===== src/rtl/ifid_stage_pkg.sv =====
// Shared definitions for the IF/ID stage: next-PC codes, FSM states, reset PC and nop.
// Used by ifid_stage and ifid_stall_mon; optional perf counters are controlled by IFID_PERF_CNT_EN.
package ifid_stage_pkg;

  localparam logic [31:0] PC_RESET    = 32'h0000_3000;
  localparam int          STALL_LIMIT = 15;
  localparam logic [31:0] NOP_INSTR   = 32'h0000_0000;

  localparam logic [1:0] NPC_PLUS4  = 2'd0;
  localparam logic [1:0] NPC_BRANCH = 2'd1;
  localparam logic [1:0] NPC_JUMP   = 2'd2;
  localparam logic [1:0] NPC_JR     = 2'd3;

  typedef enum logic [1:0] {
    BOOT  = 2'd0,
    RUN   = 2'd1,
    STALL = 2'd2,
    FLUSH = 2'd3
  } ifid_state_e;

  typedef struct packed {
    logic [31:0] pc4;
    logic [31:0] instr;
    logic        valid;
  } ifid_reg_t;

  // Fetch addresses are word aligned; low two bits are never honoured.
  function automatic logic [31:0] pc_align(input logic [31:0] a);
    return a & 32'hFFFF_FFFC;
  endfunction

endpackage


===== src/rtl/ifid_stall_mon.sv =====
// Consecutive-stall watchdog with sticky StallErr; optional total stall/flush counters
// are built only when IFID_PERF_CNT_EN is defined.
module ifid_stall_mon
  import ifid_stage_pkg::*;
#(
  parameter int STALL_LIMIT = ifid_stage_pkg::STALL_LIMIT
) (
  input  logic        i_clk,
  input  logic        i_rst,
  input  logic        i_stall,
`ifdef IFID_PERF_CNT_EN
  input  logic        i_flush_acc,
  output logic [31:0] o_StallCnt,
  output logic [31:0] o_FlushCnt,
`endif
  output logic        o_StallErr
);

  localparam int unsigned LIM = STALL_LIMIT;

  logic [3:0] r_cnt;
  logic [3:0] w_cnt_nxt;
  logic       r_err;
  logic       w_hit;

  always_comb begin
    w_cnt_nxt = 4'd0;
    if (i_stall)
      w_cnt_nxt = (r_cnt == 4'hF) ? r_cnt : r_cnt + 4'd1;
  end

  assign w_hit = i_stall && (32'(w_cnt_nxt) == LIM);

  always_ff @(posedge i_clk or posedge i_rst) begin
    if (i_rst) begin
      r_cnt <= 4'd0;
      r_err <= 1'b0;
    end else begin
      r_cnt <= w_cnt_nxt;
      r_err <= r_err | w_hit;
    end
  end

  assign o_StallErr = r_err;

`ifdef IFID_PERF_CNT_EN
  logic [31:0] r_stall_cnt;
  logic [31:0] r_flush_cnt;

  always_ff @(posedge i_clk or posedge i_rst) begin
    if (i_rst) begin
      r_stall_cnt <= 32'd0;
      r_flush_cnt <= 32'd0;
    end else begin
      r_stall_cnt <= r_stall_cnt + 32'(i_stall);
      r_flush_cnt <= r_flush_cnt + 32'(i_flush_acc);
    end
  end

  assign o_StallCnt = r_stall_cnt;
  assign o_FlushCnt = r_flush_cnt;
`endif

endmodule


===== src/rtl/ifid_stage.sv =====
// Fetch PC register and IF/ID pipeline register with stall/flush handling.
// Define IFID_PERF_CNT_EN to add o_StallCnt/o_FlushCnt performance counter outputs.
module ifid_stage
  import ifid_stage_pkg::*;
#(
  parameter logic [31:0] PC_RESET    = ifid_stage_pkg::PC_RESET,
  parameter int          STALL_LIMIT = ifid_stage_pkg::STALL_LIMIT
) (
  input  logic        i_clk,
  input  logic        i_rst,
  input  logic        i_IFIDWr,
  input  logic        i_IFlush,
  input  logic [1:0]  i_NPCOp,
  input  logic [31:0] i_NPC,
  input  logic [31:0] i_Instr,
  output logic [31:0] o_PC,
  output logic [31:0] o_IFID_PC4,
  output logic [31:0] o_IFID_Instr,
  output logic        o_IFID_Valid,
`ifdef IFID_PERF_CNT_EN
  output logic [31:0] o_StallCnt,
  output logic [31:0] o_FlushCnt,
`endif
  output logic        o_StallErr
);

  ifid_state_e r_state, w_state_nxt;
  logic [31:0] r_pc, w_pc_nxt, w_pc4;
  ifid_reg_t   r_ifid, w_ifid_nxt;
  logic        w_stall;
  logic        w_flush_acc;

  // Redirect needs only IFlush; NPCOp and NPC[1:0] carry no extra information here.
  logic w_unused;
  assign w_unused = ^{i_NPCOp, i_NPC[1:0]};

  assign w_pc4 = r_pc + 32'd4;

  always_comb begin
    w_state_nxt = r_state;
    w_pc_nxt    = r_pc;
    w_ifid_nxt  = r_ifid;
    case (r_state)
      BOOT: begin
        w_pc_nxt    = w_pc4;
        w_ifid_nxt  = '{pc4: w_pc4, instr: i_Instr, valid: 1'b1};
        w_state_nxt = RUN;
      end
      default: begin
        if (!i_IFIDWr) begin
          w_state_nxt = STALL;
        end else if (i_IFlush) begin
          w_pc_nxt    = pc_align(i_NPC);
          w_ifid_nxt  = '{pc4: w_pc4, instr: NOP_INSTR, valid: 1'b0};
          w_state_nxt = FLUSH;
        end else begin
          w_pc_nxt    = w_pc4;
          w_ifid_nxt  = '{pc4: w_pc4, instr: i_Instr, valid: 1'b1};
          w_state_nxt = RUN;
        end
      end
    endcase
  end

  always_ff @(posedge i_clk or posedge i_rst) begin
    if (i_rst) begin
      r_state <= BOOT;
      r_pc    <= pc_align(PC_RESET);
      r_ifid  <= '{pc4: 32'd0, instr: NOP_INSTR, valid: 1'b0};
    end else begin
      r_state <= w_state_nxt;
      r_pc    <= w_pc_nxt;
      r_ifid  <= w_ifid_nxt;
    end
  end

  assign o_PC         = r_pc;
  assign o_IFID_PC4   = r_ifid.pc4;
  assign o_IFID_Instr = r_ifid.instr;
  assign o_IFID_Valid = r_ifid.valid;

  // The boot load is unconditional, so it is neither a stall nor a flush.
  assign w_stall     = !i_IFIDWr && (r_state != BOOT);
  assign w_flush_acc = i_IFIDWr && i_IFlush && (r_state != BOOT);

  ifid_stall_mon #(
    .STALL_LIMIT (STALL_LIMIT)
  ) u_stall_mon (
    .i_clk       (i_clk),
    .i_rst       (i_rst),
    .i_stall     (w_stall),
`ifdef IFID_PERF_CNT_EN
    .i_flush_acc (w_flush_acc),
    .o_StallCnt  (o_StallCnt),
    .o_FlushCnt  (o_FlushCnt),
`endif
    .o_StallErr  (o_StallErr)
  );

`ifndef IFID_PERF_CNT_EN
  logic w_unused_flush;
  assign w_unused_flush = w_flush_acc;
`endif

endmodule


===== config.mk =====
export PLATFORM = sky130hd
export DESIGN_NAME = ifid_stage
export DESIGN_NICKNAME = d
export VERILOG_FILES = /design/src/rtl/ifid_stage_pkg.sv /design/src/rtl/ifid_stall_mon.sv /design/src/rtl/ifid_stage.sv
export SDC_FILE = /design/constraint.sdc
export NUM_CORES = 1
export LEC_CHECK = 0
export CAP_MARGIN = 20
export CORE_MARGIN = 2
export CORE_UTILIZATION = 25
export CTS_CLUSTER_DIAMETER = 80
export DETAILED_ROUTE_END_ITERATION = 16
export PLACE_DENSITY = 0.55
export SLEW_MARGIN = 20
export SYNTH_ARGS = -nofsm -noshare
export SYNTH_HDL_FRONTEND = slang
export SYNTH_SLANG_ARGS = --single-unit
export TNS_END_PERCENT = 20

===== constraint.sdc =====
create_clock -name i_clk -period 8.2 [get_ports i_clk]
set_clock_uncertainty 0.1 [all_clocks]
set_input_delay 1.64 -clock i_clk [delete_from_list [all_inputs] [get_ports i_clk]]
set_output_delay 1.64 -clock i_clk [all_outputs]
set_load 0.05 [all_outputs]

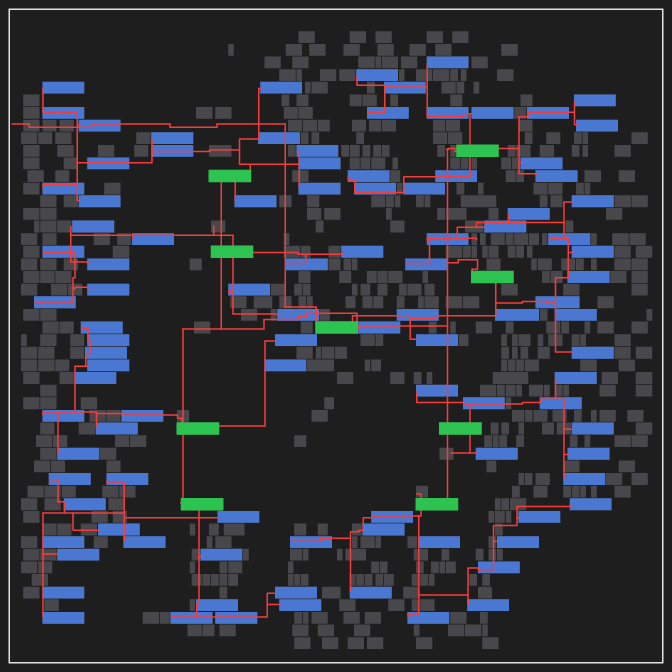
Run 1: clock distribution
Blue marks flip-flops, count 100. Green marks cells driving clock nets, count 9. Red marks clock wires, length 1,400 um.
There are 10 routed clock nets.

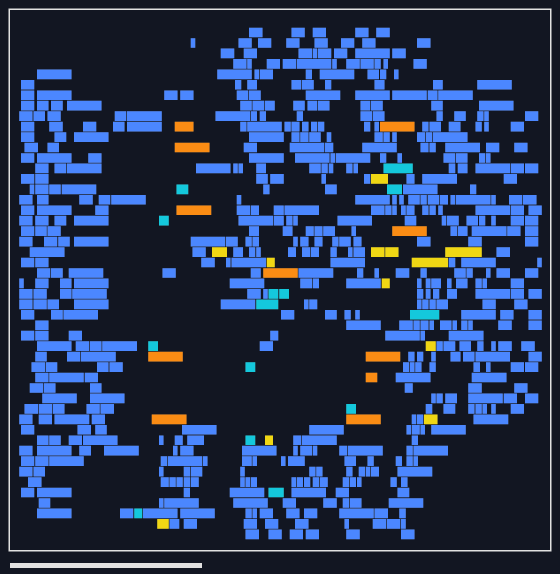
Run 1: sizing map
Bar = 50 um.
Blue marks drive 1 or less, cells 569, most used clkdlybuf4s50_1. Yellow marks drive 2, cells 12, most used nor2_2. Cyan marks drive 3 to 4, cells 14, most used buf_4. Orange marks drive 6 and up, cells 11, most used clkbuf_16.

==> out/results.ini, run 1 <==
[final_layout]
nFillCells=1835
final_cell_area_sq_um=6750
utilization_pct=37.2
areaGrowthSynthToFinish_pct=44.8
nNetsFinal=673

[cts]
cts_buffers=9
clkSlewWorstSetupHoldPaths_ns=0.07
cts_num_sinks=100
cts-resized-gates=0

[critical_path]
crit_start=i_IFIDWr
critPathArrivalTime_ns=4.76
path_max_fanout=76
r2r_start=r_state[1]

[place]
post-place-ws_ns=3.23

[power]
p_leak_nw=2.67
pwr-share-seq_pct=37.3
power.switching_w=0.000779
pwr-share-clk_pct=22.2
swShare_pct=42.4

[detailed_routing]
wl_um=13600
wl_per_cell_um=16.3
drtPass1Iterations=5

[logic_synthesis]
synth_top_area_share_pct=52.6
syn_area_sq_um=4660
logic_family=AND-OR/OR-AND gates
yosysTopAreaCell=dfrtp_1
ys.warnings.count=0
async_flop_share_pct=100
syn_inst=457
xor_share_pct=5.26
syn_area_per_cell_sq_um=10.2

[final_timing]
rsz0062_at_grt=no
setup_viol=0
fin_ws_ns=3.63
finalCriticalPeriod_ns=4.57
period_used_pct=55.7
setup_tns_ns=0
hold_viol_final=0
slew_viol_final=0
relSlewSlack_pct=37.5

[global_route]
first_global_vias=4044
grt_overflow=0
antenna_found_initial=2

[status]
status=finished clean

[die]
fp_util_pct=25.7
die_width_um=141
die_h_um=141

[worst_hold_path]
min_from=u_stall_mon.o_StallErr

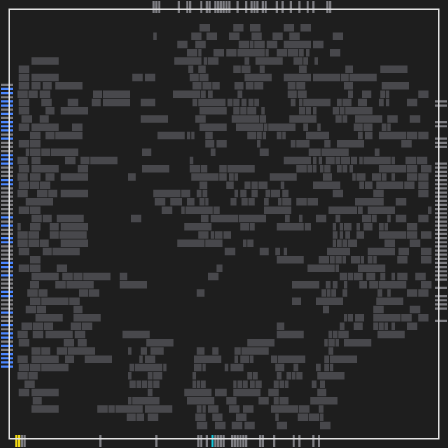
Run 1: pin map
Pins as bars across the die edge, other pins in gray.
Cyan marks i_IFlush, pins 1, direction input, edge bottom. Yellow marks i_NPCOp, pins 2, direction input, edge bottom. Blue marks i_Instr, pins 32, direction input, edge left.

[run 1: critical path: stages]
cell and delay [ns]:
clkdlybuf4s50_1 0.44, nor2_4 0.67, buf_4 0.70, clkinv_1 0.50
buf_4 0.37, nor2_1 0.22, a31o_2 0.18
[run 1: synthesized netlist by cell type (3+ instances only)]
cell type / instances
nand3_1: 33
a22oi_1: 16
nand4_1: 11
nor3_1: 5
inv_1: 3
buf_4: 4
nor2_1: 27
a31oi_1: 3
o21ai_1: 4
xor2_1: 20
buf_2: 4
o311ai_0: 8
a22o_1: 32
dfrtp_1: 98
o22ai_1: 6
clkbuf_1: 21
nand2b_1: 4
a2bb2oi_1: 3
xnor2_1: 8
o311ai_1: 3
buf_1: 5
o21ai_0: 30
nand2_1: 50
and3_1: 4
a21oi_1: 22
[run 1: sequential cells by signal (all words and copies together), names as in the netlist]
| name | cells |
|---|---|
| o_IFID_Instr | 32 |
| o_IFID_PC4 | 30 |
| o_IFID_Valid | 1 |
| o_PC | 30 |
| r_state | 2 |
| u_stall_mon.o_StallErr | 1 |
| u_stall_mon.r_cnt | 4 |
[run 1: routing by layer]
layer  vias up  track usage (%)  part of all wire [%]
met1      1972             17.6                    43
li1       1954                -                     -
met2       174             22.6                    46
met4         0             4.53                   1.4
met3        13             4.55                   9.3
met5         -                0                     0
[run 1: layout by cell type (no fill, tap or decap), types with 2 or more instances in the layout]
cell type,synthesis,layout
a21oi_1,22,22
a22o_1,32,32
a22oi_1,16,16
a2bb2oi_1,3,3
a31oi_1,3,3
and3_1,4,4
buf_4,4,5
clkbuf_1,21,2
clkbuf_16,0,9
clkdlybuf4s50_1,0,159
clkinvlp_4,0,2
conb_1,1,4
dfrtp_1,98,98
dfstp_2,2,2
ha_1,2,2
inv_1,3,2
nand2_1,50,50
nand2b_1,4,4
nand3_1,33,33
nand4_1,11,11
nor2_1,27,24
nor2_2,1,3
nor2_4,1,2
nor3_1,5,5
nor3_2,2,2
o211ai_1,2,2
o21ai_0,30,30
o21ai_1,4,3
o22ai_1,6,6
o2bb2a_1,2,2
o2bb2ai_1,2,2
o311ai_0,8,8
o311ai_1,3,3
or4_1,2,2
xnor2_1,8,8
xor2_1,20,20
[run 1: cell type report]
class | count | area, sq um | share of cell area (%)
diodes | 1 | 2.50 | 0.0371
clock buffers | 12 | 246 | 3.65
clock inverters | 4 | 32.5 | 0.482
inverters | 4 | 17.5 | 0.260
multi-input cells | 322 | 2030 | 30.0
flip-flops and latches | 100 | 2500 | 37.1
well taps | 229 | 287 | 4.25
repair buffers | 164 | 1630 | 24.2
[run 1: power by group through the flow]
stage / registers, W / clock network, W / logic (W)
5_1_grt: 0.000703 / 0.000441 / 0.000785
2_1_floorplan: 0.000978 / 0 / 0.000189
6_report: 0.000686 / 0.000409 / 0.000744
3_5_place_dp: 0.000694 / 0 / 0.000751
3_3_place_gp: 0.000690 / 0 / 0.000745
4_1_cts: 0.000687 / 0.000422 / 0.000752
==> run 2, diff against run 1 <==
==> constraint.sdc (replaced) <==
create_clock -name i_clk -period 4.25 [get_ports i_clk]
set_clock_uncertainty 0.1 [all_clocks]
set_input_delay 0.85 -clock i_clk [delete_from_list [all_inputs] [get_ports i_clk]]
set_output_delay 0.85 -clock i_clk [all_outputs]
set_load 0.05 [all_outputs]
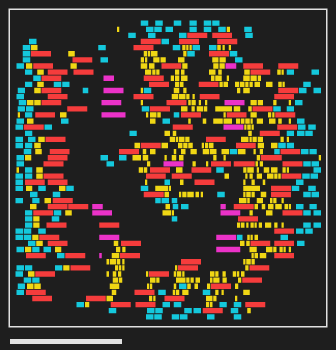
Run 2: cell classes on the final placement
Bar = 50 um.
Magenta marks clock drivers and dummy loads, cells 16, share of their area 5.2%. Red marks flip-flops, cells 100, share of their area 38%. Yellow marks all other logic, cells 326, share of their area 31%. Cyan marks other buffers and delay cells, cells 168, share of their area 25%.

==> run 2 against run 1 <==
  * Critical path depth did not move
  * Power rose by 100%
  * Non-clock buffer count rose by 4
  * Largest cell class unchanged
==> out/results.ini, run 2 <==
[final_layout]
areaGrowthSynthToFinish_pct=46.6
nNetsFinal=677  ; +0.59%
layout.cells.most_common=clkdlybuf4s50_1

[cts]
cts_buffers=9  ; unchanged
cts-resized-gates=0  ; unchanged

[global_route]
first_global_vias=3952  ; -2.3%

[status]
status=finished clean

[final_timing]
slew_viol_final=0  ; unchanged
rsz0062_at_grt=no
setup_tns_ns=0  ; unchanged
period_used_pct=66.0
hold_viol_final=0  ; unchanged

[power]
p_leak_nw=2.73  ; +2.0%

[logic_synthesis]
async_flop_share_pct=100  ; unchanged
syn_area_sq_um=4660  ; unchanged
common_cells=dfrtp_1 (98), nand2_1 (50), nand3_1 (33)
syn_inst=457  ; unchanged

[critical_path]
path_max_fanout=34  ; -55%
critPathArrivalTime_ns=2.98  ; -1.78 ns

[detailed_routing]
wl_per_cell_um=16.4  ; +0.79%

-- run 2: netlist changes by cell type in the layout (fill, tap and decap cells not counted), sizes merged --
cell | previous run | this run
clkbuf | 12 | 13
clkinvlp | 2 | 1
bufinv | 0 | 2
buf | 5 | 9
clkinv | 2 | 1
diode | 1 | 0
inv | 4 | 3
-- run 2: through the flow --
stage	setup WS, ns	area (sq um)	hold slack (ns)
after global placement	1.02	6480	0.362
after floorplan	0.685	4670	0.443
after global routing	1.30	6830	0.390
after detailed placement	0.874	6480	0.363
after CTS	1.23	6820	0.379
final	1.44	6830	0.372
-- run 2: final cells by class --
type | count | area, sq um | share of cell area, %
Clock buffer | 13 | 270 | 3.96
Clock inverter | 3 | 67.6 | 0.989
Inverter | 4 | 17.5 | 0.257
Multi-Input combinational cell | 322 | 2020 | 29.6
Sequential cell | 100 | 2500 | 36.7
Tap cell | 229 | 287 | 4.20
Timing Repair Buffer | 168 | 1660 | 24.3
-- run 2: cell families after synthesis --
| family | Yosys count | synth area share (%) |
|---|---|---|
| xor gates and xnor gates | 28 | 5.26 |
| buffers and inverters | 38 | 3.49 |
| adders and majority gates | 2 | 0.537 |
| AOI/OAI and AO/OA | 136 | 20.1 |
| muxes | 2 | 0.457 |
| DFF | 100 | 53.8 |
| other | 1 | 0.0805 |
| and+or+nand+nor | 150 | 16.3 |
-- run 2: where the power goes --
group          internal, W  switching [W]
Sequential         0.00113       0.000195
Combinational     0.000504       0.000942
Clock             0.000565       0.000361
Total              0.00220        0.00150
-- run 2: critical path, delay by kind of cell --
kind | cells | cell delay, ns
buffers and inverters | 3 | 1.17
and+or+nand+nor | 4 | 0.95
-- run 2: worst paths after layout --
| check | endpoint | start | depth (start not counted) | slack [ns] |
|---|---|---|---|---|
| setup / recovery | o_PC[31] | i_IFlush | 7 | 1.44 |
| hold / removal | u_stall_mon.o_StallErr | u_stall_mon.o_StallErr | 1 | 0.37 |
| setup reg to reg | o_PC[30] | o_PC[2] | 6 | 1.80 |
| hold reg to reg | u_stall_mon.o_StallErr | u_stall_mon.o_StallErr | 1 | 0.37 |
| max in group asynchronous | o_IFID_Instr[8] | i_rst | 3 | 2.29 |
| min in group asynchronous | u_stall_mon.o_StallErr | i_rst | 2 | 0.93 |
-- run 2: routing by layer --
| metal | track usage [%] | vias to the layer above | share of wire (%) |
|---|---|---|---|
| li1 | - | 1964 | - |
| met1 | 18.4 | 1957 | 45 |
| met2 | 22.1 | 160 | 45 |
| met3 | 4.17 | 11 | 8.0 |
| met4 | 4.32 | 0 | 1.2 |
| met5 | 0 | - | 0 |
Power figures rest on the tool's default switching activity, not on a simulated workload.
